$ cat src/rtl/legv8_mc_control_if.sv
// Control bundle between the LEGv8 multi-cycle main controller (master) and
// the datapath it steers (slave): opcode and memory-ready in, enables and selects out.
interface legv8_mc_control_if;
    logic [10:0] instruction;
    logic        mem_ready;
    logic [1:0]  ALUOp;
    logic        ALUSrcA;
    logic [1:0]  ALUSrcB;
    logic [1:0]  PCSource;
    logic        PCWrite;
    logic        PCWriteCond;
    logic        IorD;
    logic        MemRead;
    logic        MemWrite;
    logic        IRWrite;
    logic        MemtoReg;
    logic        RegWrite;
    logic        illegal;
    logic [3:0]  state;

    modport master (
        input  instruction, mem_ready,
        output ALUOp, ALUSrcA, ALUSrcB, PCSource, PCWrite, PCWriteCond, IorD,
               MemRead, MemWrite, IRWrite, MemtoReg, RegWrite, illegal, state
    );

    modport slave (
        output instruction, mem_ready,
        input  ALUOp, ALUSrcA, ALUSrcB, PCSource, PCWrite, PCWriteCond, IorD,
               MemRead, MemWrite, IRWrite, MemtoReg, RegWrite, illegal, state
    );
endinterface

$ cat src/rtl/legv8_mc_control.sv
// LEGv8 multi-cycle main control FSM (Moore outputs, mem_ready-gated strobes).
// Define LEGV8_ILLEGAL_TRAP_EN to trap unrecognised opcodes in a HALT state.
module legv8_mc_control (
    input  logic                  clk,
    input  logic                  rst_n,
    legv8_mc_control_if.master    bus
);
    typedef enum logic [3:0] {
        S_FETCH  = 4'd0,
        S_DECODE = 4'd1,
        S_MEMADR = 4'd2,
        S_MEMRD  = 4'd3,
        S_MEMWB  = 4'd4,
        S_MEMWR  = 4'd5,
        S_EXEC   = 4'd6,
        S_RWB    = 4'd7,
        S_CBZ    = 4'd8,
        S_JUMP   = 4'd9
`ifdef LEGV8_ILLEGAL_TRAP_EN
        , S_HALT = 4'd10
`endif
    } state_t;

    localparam logic [10:0] OP_LDUR = 11'b11111000010;
    localparam logic [10:0] OP_STUR = 11'b11111000000;
    localparam logic [10:0] OP_ADD  = 11'b10001011000;
    localparam logic [10:0] OP_SUB  = 11'b11001011000;
    localparam logic [10:0] OP_AND  = 11'b10001010000;
    localparam logic [10:0] OP_ORR  = 11'b10101010000;

    state_t state_q, state_d;

    logic       is_ldur, is_stur, is_rtype, is_cbz, is_b;
    logic [1:0] alu_op, alu_src_b, pc_source;
    logic       alu_src_a, pc_write, pc_write_cond, iord, mem_read;
    logic       mem_write, ir_write, mem_to_reg, reg_write, illegal;

    assign is_ldur  = (bus.instruction == OP_LDUR);
    assign is_stur  = (bus.instruction == OP_STUR);
    assign is_rtype = (bus.instruction == OP_ADD) || (bus.instruction == OP_SUB) ||
                      (bus.instruction == OP_AND) || (bus.instruction == OP_ORR);
    assign is_cbz   = (bus.instruction[10:3] == 8'b10110100);
    assign is_b     = (bus.instruction[10:5] == 6'b000101);

    always_ff @(posedge clk or negedge rst_n) begin
        if (!rst_n) begin
            state_q <= S_FETCH;
        end else begin
            state_q <= state_d;
        end
    end

    always_comb begin
        state_d       = S_FETCH;
        alu_op        = 2'b00;
        alu_src_a     = 1'b0;
        alu_src_b     = 2'b00;
        pc_source     = 2'b00;
        pc_write      = 1'b0;
        pc_write_cond = 1'b0;
        iord          = 1'b0;
        mem_read      = 1'b0;
        mem_write     = 1'b0;
        ir_write      = 1'b0;
        mem_to_reg    = 1'b0;
        reg_write     = 1'b0;
        illegal       = 1'b0;
        case (state_q)
            S_FETCH: begin
                mem_read  = 1'b1;
                alu_src_b = 2'b01;
                ir_write  = bus.mem_ready;
                pc_write  = bus.mem_ready;
                state_d   = bus.mem_ready ? S_DECODE : S_FETCH;
            end
            S_DECODE: begin
                // Branch target (PC + offset<<2) is precomputed into ALUOut here.
                alu_src_b = 2'b11;
                // Exact opcode matches are tested before the CBZ/B prefix matches.
                if (is_ldur || is_stur) begin
                    state_d = S_MEMADR;
                end else if (is_rtype) begin
                    state_d = S_EXEC;
                end else if (is_cbz) begin
                    state_d = S_CBZ;
                end else if (is_b) begin
                    state_d = S_JUMP;
                end else begin
`ifdef LEGV8_ILLEGAL_TRAP_EN
                    state_d = S_HALT;
`else
                    illegal = 1'b1;
                    state_d = S_FETCH;
`endif
                end
            end
            S_MEMADR: begin
                alu_src_a = 1'b1;
                alu_src_b = 2'b10;
                if (is_ldur) begin
                    state_d = S_MEMRD;
                end else if (is_stur) begin
                    state_d = S_MEMWR;
                end else begin
                    state_d = S_FETCH;
                end
            end
            S_MEMRD: begin
                mem_read = 1'b1;
                iord     = 1'b1;
                state_d  = bus.mem_ready ? S_MEMWB : S_MEMRD;
            end
            S_MEMWB: begin
                reg_write  = 1'b1;
                mem_to_reg = 1'b1;
                state_d    = S_FETCH;
            end
            S_MEMWR: begin
                // The write strobe coincides with the ready cycle, so it fires once.
                iord      = 1'b1;
                mem_write = bus.mem_ready;
                state_d   = bus.mem_ready ? S_FETCH : S_MEMWR;
            end
            S_EXEC: begin
                alu_src_a = 1'b1;
                alu_op    = 2'b10;
                state_d   = S_RWB;
            end
            S_RWB: begin
                reg_write = 1'b1;
                state_d   = S_FETCH;
            end
            S_CBZ: begin
                alu_src_a     = 1'b1;
                alu_op        = 2'b01;
                pc_write_cond = 1'b1;
                pc_source     = 2'b01;
                state_d       = S_FETCH;
            end
            S_JUMP: begin
                pc_write  = 1'b1;
                pc_source = 2'b10;
                state_d   = S_FETCH;
            end
`ifdef LEGV8_ILLEGAL_TRAP_EN
            S_HALT: begin
                illegal = 1'b1;
                state_d = S_HALT;
            end
`endif
            default: state_d = S_FETCH;
        endcase
    end

    assign bus.ALUOp       = alu_op;
    assign bus.ALUSrcA     = alu_src_a;
    assign bus.ALUSrcB     = alu_src_b;
    assign bus.PCSource    = pc_source;
    assign bus.IorD        = iord;
    assign bus.MemRead     = mem_read;
    assign bus.MemtoReg    = mem_to_reg;
    assign bus.illegal     = illegal;
    assign bus.state       = state_q;
    // Architectural-state writes are held off for the whole reset assertion.
    assign bus.PCWrite     = pc_write      & rst_n;
    assign bus.PCWriteCond = pc_write_cond & rst_n;
    assign bus.IRWrite     = ir_write      & rst_n;
    assign bus.MemWrite    = mem_write     & rst_n;
    assign bus.RegWrite    = reg_write     & rst_n;
endmodule

$ cat src/flat_wrapper.sv
// flat-port wrapper written by rule: the top's interface ports become plain ports
module legv8_mc_control_flat 
  (clk, rst_n, bus_instruction, bus_mem_ready, bus_ALUOp, bus_ALUSrcA, bus_ALUSrcB, bus_PCSource, bus_PCWrite, bus_PCWriteCond, bus_IorD, bus_MemRead, bus_MemWrite, bus_IRWrite, bus_MemtoReg, bus_RegWrite, bus_illegal, bus_state);
  legv8_mc_control_if bus_i ();
  input  logic clk;
  input  logic rst_n;
  input wire logic [$bits(bus_i.instruction)-1:0] bus_instruction;
  input wire logic [$bits(bus_i.mem_ready)-1:0] bus_mem_ready;
  output wire logic [$bits(bus_i.ALUOp)-1:0] bus_ALUOp;
  output wire logic [$bits(bus_i.ALUSrcA)-1:0] bus_ALUSrcA;
  output wire logic [$bits(bus_i.ALUSrcB)-1:0] bus_ALUSrcB;
  output wire logic [$bits(bus_i.PCSource)-1:0] bus_PCSource;
  output wire logic [$bits(bus_i.PCWrite)-1:0] bus_PCWrite;
  output wire logic [$bits(bus_i.PCWriteCond)-1:0] bus_PCWriteCond;
  output wire logic [$bits(bus_i.IorD)-1:0] bus_IorD;
  output wire logic [$bits(bus_i.MemRead)-1:0] bus_MemRead;
  output wire logic [$bits(bus_i.MemWrite)-1:0] bus_MemWrite;
  output wire logic [$bits(bus_i.IRWrite)-1:0] bus_IRWrite;
  output wire logic [$bits(bus_i.MemtoReg)-1:0] bus_MemtoReg;
  output wire logic [$bits(bus_i.RegWrite)-1:0] bus_RegWrite;
  output wire logic [$bits(bus_i.illegal)-1:0] bus_illegal;
  output wire logic [$bits(bus_i.state)-1:0] bus_state;
  assign bus_i.instruction = bus_instruction;
  assign bus_i.mem_ready = bus_mem_ready;
  assign bus_ALUOp = bus_i.ALUOp;
  assign bus_ALUSrcA = bus_i.ALUSrcA;
  assign bus_ALUSrcB = bus_i.ALUSrcB;
  assign bus_PCSource = bus_i.PCSource;
  assign bus_PCWrite = bus_i.PCWrite;
  assign bus_PCWriteCond = bus_i.PCWriteCond;
  assign bus_IorD = bus_i.IorD;
  assign bus_MemRead = bus_i.MemRead;
  assign bus_MemWrite = bus_i.MemWrite;
  assign bus_IRWrite = bus_i.IRWrite;
  assign bus_MemtoReg = bus_i.MemtoReg;
  assign bus_RegWrite = bus_i.RegWrite;
  assign bus_illegal = bus_i.illegal;
  assign bus_state = bus_i.state;
  legv8_mc_control u_core (.clk(clk), .rst_n(rst_n), .bus(bus_i));
endmodule
$ cat config.mk
export PLATFORM = sky130hd
export DESIGN_NAME = legv8_mc_control_flat
export DESIGN_NICKNAME = d
export VERILOG_FILES = /design/src/rtl/legv8_mc_control_if.sv /design/src/rtl/legv8_mc_control.sv /design/src/flat_wrapper.sv
export SDC_FILE = /design/constraint.sdc
export NUM_CORES = 1
export LEC_CHECK = 0
export ABC_CLOCK_PERIOD_IN_PS = 1590
export CORE_MARGIN = 2
export CORE_UTILIZATION = 31
export DETAILED_ROUTE_END_ITERATION = 10
export GPL_TIMING_DRIVEN = 1
export PLACE_DENSITY_LB_ADDON = 0.05
export SYNTH_ARGS = -nofsm -noshare
export SYNTH_HDL_FRONTEND = slang
export SYNTH_SLANG_ARGS = --single-unit
$ cat constraint.sdc
create_clock -name clk -period 1.59 [get_ports clk]
set_input_delay 0.159 -clock clk [delete_from_list [all_inputs] [get_ports clk]]
set_output_delay 0.159 -clock clk [all_outputs]
set_load 0.03 [all_outputs]
==> results.sh, run 1 <==
# source this file to load flow results
export IMPL_most_common_cell="nor2_1"
export IMPL_ys_async_sr_fraction_pct=100.0
export IMPL_ys_chip_area_sq_um=525.5
export IMPL_critical_path_top_delay_family="buffers and inverters"
export IMPL_n_antenna_cell=0
export IMPL_hold_viol_final=0
export IMPL_grt_pass1_vias=927
export IMPL_synth_top_cell_by_area="dfrtp_1"
export IMPL_seq_cells=4
export IMPL_dr_wl_met2_mm=1.783
export IMPL_lay_top_count="buf_4"
export IMPL_ctsLongestPathBuffers=2
export IMPL_grt_ovfl_total=0
export IMPL_fin_ws_ps=-109.2
export IMPL_ys_top_cells_by_area="dfrtp_1, nand2b_1, nor2_1"
export IMPL_skew_ps=3.302
export IMPL_synth_edff_count=0
export IMPL_grt_busiest_layer="met2"
export IMPL_cts_sinks=4
export IMPL_final_cell_mix="buf_4, buf_6, nand2b_4"
export IMPL_violations="setup timing"
export IMPL_track_usage_pct=28.92
export IMPL_nClkBuffers=4
export IMPL_dp_hpwl_mm=1.524
export IMPL_status="finished with violations"
export IMPL_worstSetupStartpoint="u_core.bus.state[3]$_DFF_PN0_"
export IMPL_setup_viol=11
export IMPL_syn2layout_area_growth_pct=167.1
export IMPL_seqPwrFrac_pct=21.3
export IMPL_period_used_pct=106.9
export IMPL_drive_gt1_share_pct=68.53
export IMPL_final_nonclk_buf_share_pct=44.30
export IMPL_die_area_sq_um=2040
export IMPL_ys_sh_xor_pct=1.667
export IMPL_core_area_sq_um=1541
export IMPL_cts_htree_levels=1
export IMPL_dr_first_iter_drc_count=29
export IMPL_grt_use_met2_pct=56.86
export IMPL_firstDrtPassIters=4
export IMPL_final_core_util_pct=91.07
export IMPL_min_period_ps=1699
export IMPL_whs_ps=339.2
export IMPL_pg_seq_uw=107
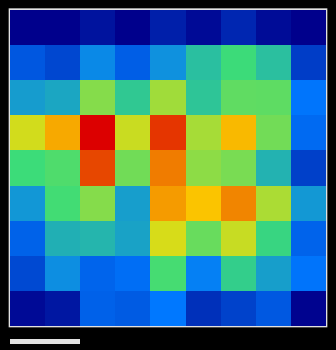
Figure 1: run 1, wiring heat map.
The bar under the picture is 10 um long. 9 x 9 tiles, from dark blue (low) to red (high), scaled to the fullest tile. Values are wire area over tile area, all layers added.
mean over tiles: 0.27
fullest tile: 0.69
nearly empty tiles: 6.2%

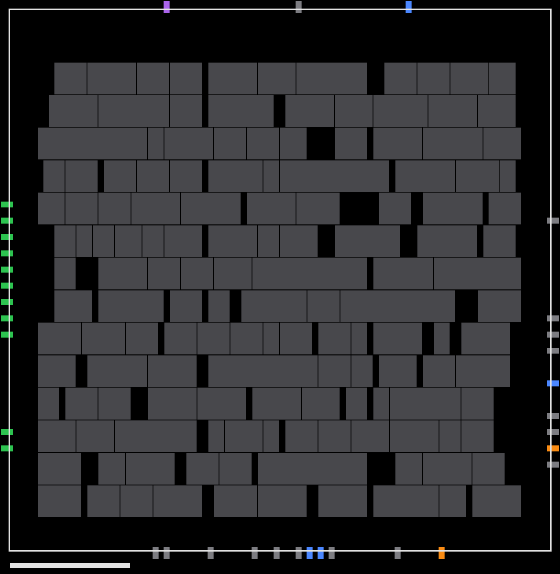
Figure 2: run 1, pin map.
The bar under the picture is 10 um long. Pins as bars across the die edge, other pins in grey.
legend:
  orange:
    port: `bus_PCSource`
    pins: 2
    direction: output
    edge: 1 east, 1 south
  purple:
    port: `bus_illegal`
    pins: 1
    direction: output
    edge: north
  green:
    port: `bus_instruction`
    pins: 11
    direction: input
    edge: west
  blue:
    port: `bus_state`
    pins: 4
    direction: output
    edge: 2 south, 1 north, 1 east
all pins by edge: 11 south, 11 west, 9 east, 3 north
die width: 45.17 um
# port buffers: 33
Die H: 45.17 um

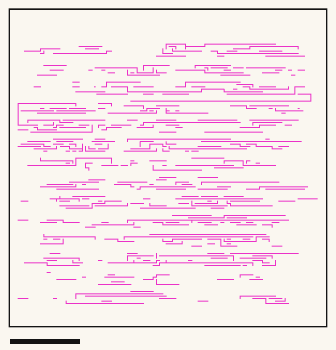
Figure 3: run 1, M1 wires.
The bar under the picture is 10 um long.
share of all routed wire: 35%
nets with wire on the layer: 133
wire length on this layer: 1150 um

--- run 2 (diff from run 1) ---
==> constraint.sdc (replaced) <==
create_clock -name clk -period 1.59 [get_ports clk]
set_input_delay 0.159 -clock clk [delete_from_list [all_inputs] [get_ports clk]]
set_output_delay 0.159 -clock clk [all_outputs]
set_load 0.02 [all_outputs]
==> results.sh, run 2 <==
# source this file to load flow results
export IMPL_pg_seq_uw=107
export IMPL_portBuffers=33
export IMPL_dr_wl_met2_mm=1.302
export IMPL_drive_gt1_share_pct=59.44
export IMPL_firstDrtPassIters=4
export IMPL_min_period_ps=1658
export IMPL_syn2layout_area_growth_pct=138.3
export IMPL_synth_edff_count=0
export IMPL_whs_ps=272.3
export IMPL_ys_async_sr_fraction_pct=100.0
export IMPL_core_area_sq_um=1541
export IMPL_seqPwrFrac_pct=24.2
export IMPL_ys_chip_area_sq_um=525.5
export IMPL_use_met1_pct=23.91
export IMPL_fin_ws_ps=-68.47
export IMPL_grt_use_met2_pct=41.14
export IMPL_violations="setup timing"
export IMPL_final_core_util_pct=81.25
export IMPL_most_common_cell="nor2_1"
export IMPL_lay_top_count="buf_4"
export IMPL_die_w_um=45.17
export IMPL_setup_viol=3
export IMPL_cts_htree_levels=1
export IMPL_grt_pass1_vias=818
export IMPL_ys_sh_xor_pct=1.667
export IMPL_worstSetupStartpoint="u_core.bus.state[0]$_DFF_PN0_"
export IMPL_track_usage_pct=22.15
export IMPL_die_area_sq_um=2040
export IMPL_n_antenna_cell=0
export IMPL_status="finished with violations"
export IMPL_hold_viol_final=0
export IMPL_dr_first_iter_drc_count=12
export IMPL_period_used_pct=104.3
export IMPL_skew_ps=8.090
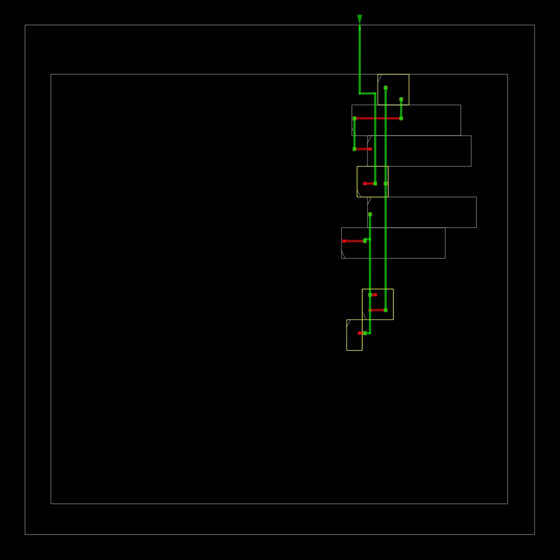
Figure 4: run 2, the clock network.
Clk Latency, worst-skew pair: 230 ps
Power Clock: 136 uW
number of clock-tree buffers in the layout: 4

No activity file was given, so power comes from the tool's default toggle rates.
